## src/rtl/n1_pbus_fetch.sv

```systemverilog
// N1 program bus fetch sequencer: drives pipelined Wishbone cyc/stb, steers the
// program AGU hold/select, re-issues on stall/retry and delivers opcodes to the IR.
module n1_pbus_fetch #(
    parameter int unsigned RETRY_MAX = 3
) (
    input  logic        clk_i,
    input  logic        async_rst_i,
    input  logic        sync_rst_i,
    output logic        pbus_cyc_o,
    output logic        pbus_stb_o,
    input  logic        pbus_ack_i,
    input  logic        pbus_err_i,
    input  logic        pbus_rty_i,
    input  logic        pbus_stall_i,
    input  logic [15:0] pbus_dat_i,
    input  logic        fc2pf_req_i,
    output logic        pf2fc_busy_o,
    output logic        pf2fc_err_o,
    output logic        pf2pagu_prev_adr_hold_o,
    output logic        pf2pagu_prev_adr_sel_o,
    output logic        pf2ir_vld_o,
    output logic [15:0] pf2ir_dat_o,
    output logic [1:0]  prb_pf_state_o,
    output logic [3:0]  prb_pf_rty_cnt_o
);

    localparam logic [3:0] LP_RTY_MAX = RETRY_MAX[3:0];

    typedef enum logic [1:0] {
        S_IDLE = 2'd0,
        S_REQ  = 2'd1,
        S_RREQ = 2'd2,
        S_WAIT = 2'd3
    } state_t;

    state_t      r_state, w_state_nxt;
    logic [3:0]  r_rty_cnt, w_rty_cnt_nxt;
    logic [15:0] r_dat, w_dat_nxt;
    logic        r_vld, w_vld_nxt;
    logic        r_err, w_err_nxt;
    logic        r_cyc, r_stb, r_hold, r_sel, r_busy;

    always_comb begin
        w_state_nxt   = r_state;
        w_rty_cnt_nxt = r_rty_cnt;
        w_vld_nxt     = 1'b0;
        w_err_nxt     = 1'b0;
        w_dat_nxt     = r_dat;
        case (r_state)
            S_IDLE: begin
                if (fc2pf_req_i) begin
                    w_state_nxt   = S_REQ;
                    w_rty_cnt_nxt = '0;
                end
            end
            S_REQ, S_RREQ: begin
                w_state_nxt = pbus_stall_i ? S_RREQ : S_WAIT;
            end
            S_WAIT: begin
                // Response priority: err over rty over ack
                if (pbus_err_i) begin
                    w_err_nxt   = 1'b1;
                    w_state_nxt = S_IDLE;
                end else if (pbus_rty_i) begin
                    if (r_rty_cnt < LP_RTY_MAX) begin
                        w_rty_cnt_nxt = r_rty_cnt + 4'd1;
                        w_state_nxt   = S_RREQ;
                    end else begin
                        w_err_nxt   = 1'b1;
                        w_state_nxt = S_IDLE;
                    end
                end else if (pbus_ack_i) begin
                    w_vld_nxt = 1'b1;
                    w_dat_nxt = pbus_dat_i;
                    if (fc2pf_req_i) begin
                        w_state_nxt   = S_REQ;
                        w_rty_cnt_nxt = '0;
                    end else begin
                        w_state_nxt = S_IDLE;
                    end
                end
            end
            default: w_state_nxt = S_IDLE;
        endcase
        // Synchronous reset folded into next-state so both resets share one flop path
        if (sync_rst_i) begin
            w_state_nxt   = S_IDLE;
            w_rty_cnt_nxt = '0;
            w_vld_nxt     = 1'b0;
            w_err_nxt     = 1'b0;
            w_dat_nxt     = '0;
        end
    end

    always_ff @(posedge clk_i or posedge async_rst_i) begin
        if (async_rst_i) begin
            r_state   <= S_IDLE;
            r_rty_cnt <= '0;
            r_dat     <= '0;
            r_vld     <= 1'b0;
            r_err     <= 1'b0;
            r_cyc     <= 1'b0;
            r_stb     <= 1'b0;
            r_hold    <= 1'b0;
            r_sel     <= 1'b0;
            r_busy    <= 1'b0;
        end else begin
            r_state   <= w_state_nxt;
            r_rty_cnt <= w_rty_cnt_nxt;
            r_dat     <= w_dat_nxt;
            r_vld     <= w_vld_nxt;
            r_err     <= w_err_nxt;
            r_cyc     <= (w_state_nxt != S_IDLE);
            r_busy    <= (w_state_nxt != S_IDLE);
            r_stb     <= (w_state_nxt == S_REQ)  || (w_state_nxt == S_RREQ);
            r_hold    <= (w_state_nxt == S_RREQ) || (w_state_nxt == S_WAIT);
            r_sel     <= (w_state_nxt == S_RREQ) || (w_state_nxt == S_WAIT);
        end
    end

    assign pbus_cyc_o              = r_cyc;
    assign pbus_stb_o              = r_stb;
    assign pf2fc_busy_o            = r_busy;
    assign pf2fc_err_o             = r_err;
    assign pf2pagu_prev_adr_hold_o = r_hold;
    assign pf2pagu_prev_adr_sel_o  = r_sel;
    assign pf2ir_vld_o             = r_vld;
    assign pf2ir_dat_o             = r_dat;
    assign prb_pf_state_o          = r_state;
    assign prb_pf_rty_cnt_o        = r_rty_cnt;

endmodule

```

## config.mk

```make
export PLATFORM = sky130hd
export DESIGN_NAME = n1_pbus_fetch
export DESIGN_NICKNAME = d
export VERILOG_FILES = /design/src/rtl/n1_pbus_fetch.sv
export SDC_FILE = /design/constraint.sdc
export NUM_CORES = 1
export LEC_CHECK = 0
export ABC_AREA = 1
export CAP_MARGIN = 20
export CORE_UTILIZATION = 43
export DETAILED_ROUTE_END_ITERATION = 8
export PLACE_DENSITY_LB_ADDON = 0.1
export RECOVER_POWER = 25
export SLEW_MARGIN = 10
export SYNTH_ARGS = -nofsm -noshare
export SYNTH_HDL_FRONTEND = slang
export SYNTH_SLANG_ARGS = --single-unit
```

## constraint.sdc

```tcl
create_clock -name clk_i -period 2 [get_ports clk_i]
set_clock_uncertainty 0.05 [all_clocks]
set_input_delay 0.6 -clock clk_i [delete_from_list [all_inputs] [get_ports clk_i]]
set_output_delay 0.6 -clock clk_i [all_outputs]
set_load 0.1 [all_outputs]
```

### Cell outlines without signal wires

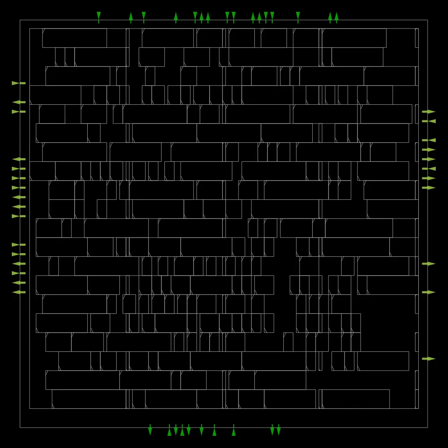
Flops: 27
Seq/total area: 29.9%
Fillers: 214

### Clock distribution

Scale bar: 20 um.
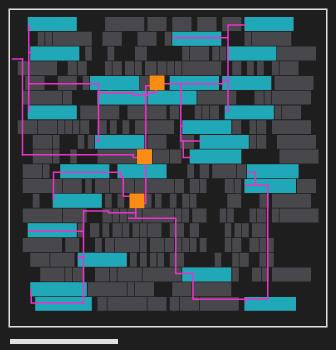
Key: cyan = flip-flops [count 27]; magenta = clock wires [length 332 um]; orange = clock drivers [count 3]
Position of the flops: all over the die. There are 4 routed clock nets.

==> results.json <==
{
  "status": "finished, final reports clean",
  "hold_path_end": "prb_pf_rty_cnt_o[3]",
  "mux_share_pct": 0,
  "arrival_ns": 2.10,
  "synth-main-ff-cell": "dfrtp_1",
  "finalSetupViolCount": 0,
  "synthCells": 165,
  "core_util_floorplan_pct": 45.1,
  "xor_share_pct": 0,
  "rows": 20,
  "ys_area_um2": 1370,
  "hp-start": "prb_pf_rty_cnt_o[3]",
  "cts_buffers": 3,
  "timing.slew.headroom_pct": 39.8,
  "port_buffers": 52,
  "finalHoldViolCount": 0,
  "grtUsageTotal_pct": 21.3,
  "crit_path_cell_trace": "clkdlybuf4s50_1 -> a21oi_2 -> nand2_1 -> nand2_1 -> nand2_1 -> inv_1 -> ha_1 -> or2_2",
  "grt_max_degree": 18,
  "drive_gt1_share_pct": 25.6,
  "cp_common_cell": "nand2_1",
  "cpPeakStageDelay_ns": 0.63,
  "ys_sh_adder_pct": 5.50,
  "fp.dieW_um": 58.3,
  "yosysCellCount": 165,
  "p_leak_nw": 1.15,
  "synthSimpleGateAreaFrac_pct": 32.3,
  "holdPathStages": 2,
  "clk_pin_slew_worst_paths_ns": 0.16,
  "ioPinCount": 53,
  "hp-class": "flip-flop to flip-flop",
  "critPathKind": "input pin to flip-flop",
  "ys_seq_share_pct": 49.5,
  "dr_total_vias": 1323,
  "worstPathRequired_ns": 2.19,
  "synth.cell_area_um2": 1370,
  "grt_pass1_vias": 1312,
  "setup.worst_path.start": "pbus_rty_i",
  "root_buffer": "clkbuf_4",
  "drc_errors": 0,
  "drt_iter0_markers": 48,
  "ant_nets": 0,
  "place_worst_setup_slack_ns": -0.256,
  "postSynthAreaPerCell_um2": 8.27,
  "cp-start-kind": "input pin",
  "die_area_um2": 3400,
  "synth.comb.largest_family": "simple AND/OR/NAND/NOR gates",
  "r2r-start": "prb_pf_state_o[0]",
  "fmax_ghz": 0.524,
  "ys_types": 21,
  "fp.coreArea_um2": 3030,
  "p_per_area_nw_per_um2": 903,
  "ys_warn_count": 0,
  "worst_pin_slew_ns": 0.903,
  "cp-end-kind": "flip-flop",
  "hold_ws_ns": 0.540,
  "wire_per_inst_um": 12.9,
  "grt.overflow.total": 0,
  "ys_ff": 27,
  "antenna_found_initial": 0
}
[what timing repair did]
item / CTS / global route
hold endpoints to repair: 0 / 0
hold buffers: 0 / 0
setup endpoints to repair: 0 / 2
resized: 0 / 2
[worst reg2reg max path, stage by stage, from the launching register on]
cell	delay (ns)
dfrtp_4	0.54
inv_1	0.11
ha_1	0.25
a21oi_1	0.15
nand2_1	0.06
nand3_1	0.11
inv_1	0.07
ha_1	0.18
or2_2	0.28
[through the flow]
| stage | utilization, % | instances | total power [mW] | cell area (um2) | setup TNS [ns] |
|---|---|---|---|---|---|
| after floorplan | - | 165 | 1.39 | 1380 | 0 |
| after global placement | 75.2 | 267 | 1.82 | 2280 | -0.475 |
| after detailed placement | 75.2 | 267 | 1.84 | 2280 | -1.09 |
| after CTS | 76.2 | 271 | 2.10 | 2310 | 0 |
| after global routing | 76.1 | 271 | 2.17 | 2300 | -0.0289 |
| final | 76.1 | 271 | 2.08 | 2300 | 0 |
[sequential cells by signal, summed over array words and instances, names as in the netlist]
| name | cells |
|---|---|
| prb_pf_rty_cnt_o | 4 |
| pf2fc_busy_o | 1 |
| pf2fc_err_o | 1 |
| pf2ir_vld_o | 1 |
| prb_pf_state_o | 2 |
| pf2ir_dat_o | 16 |
| pf2pagu_prev_adr_sel_o | 1 |
| pbus_stb_o | 1 |
[Yosys cell counts (2+ instances only)]
cell type / instances / area (um2)
nand3_2: 2 / 20.0
dfrtp_1: 27 / 676
inv_1: 13 / 48.8
ha_1: 6 / 75.1
nand2_1: 59 / 221
nand3_1: 25 / 125
a21oi_1: 4 / 20.0
nor2_1: 9 / 33.8
buf_4: 3 / 22.5
o21ai_1: 5 / 25.0
nand2_2: 2 / 12.5
[power breakdown]
group	internal, mW	total, mW	switching, mW
Sequential	0.610	0.683	0.0731
Clock	0.0764	0.246	0.170
Combinational	0.415	1.15	0.737
Total	1.10	2.08	0.980
[kinds of logic (layout without fill, tap and decap cells)]
kind of cell	count (synthesis)	in the layout
simple gates	100	100
buf+inv	21	83
flops	27	27
fa+ha+maj	6	6
compound gates	11	11
[cell usage in the layout (no fill, tap or decap)]
cell	instances
nand2_2	2
a21oi_1	3
clkbuf_4	3
ha_1	6
nand3_2	2
inv_4	1
nor2_1	9
clkdlybuf4s50_1	21
or2_2	1
dfrtp_2	4
clkbuf_1	2
dfrtp_1	21
buf_12	29
o21ai_1	5
nand3_1	25
dlygate4sd3_1	1
inv_2	1
nor3_4	1
nand2_1	59
a21oi_2	1
dlymetal6s2s_1	1
o21ai_0	1
dfrtp_4	2
inv_1	13
clkinvlp_4	1
o21bai_1	1
buf_4	10
nor3_1	1
[per-layer routing]
layer / share of wire [%] / vias up / GRT usage [%] / routed length (um)
met5: 0 / - / 0 / 0
met2: 53 / 42 / 38.4 / 1840
li1: - / 643 / - / -
met4: 1.1 / 0 / 7.82 / 39
met1: 41 / 634 / 25.3 / 1450
met3: 4.8 / 4 / 3.96 / 169
[layout make-up]
class,count,area (um2),area share [%]
timing repair buffer,64,896,38.9
sequential,27,688,29.9
multi-input combinational,117,577,25.0
inverter,15,58.8,2.55
tap,44,55.1,2.39
clock buffer,3,22.5,0.977
clock inverter,1,7.51,0.326
Power is estimated from default activity; no workload was simulated.
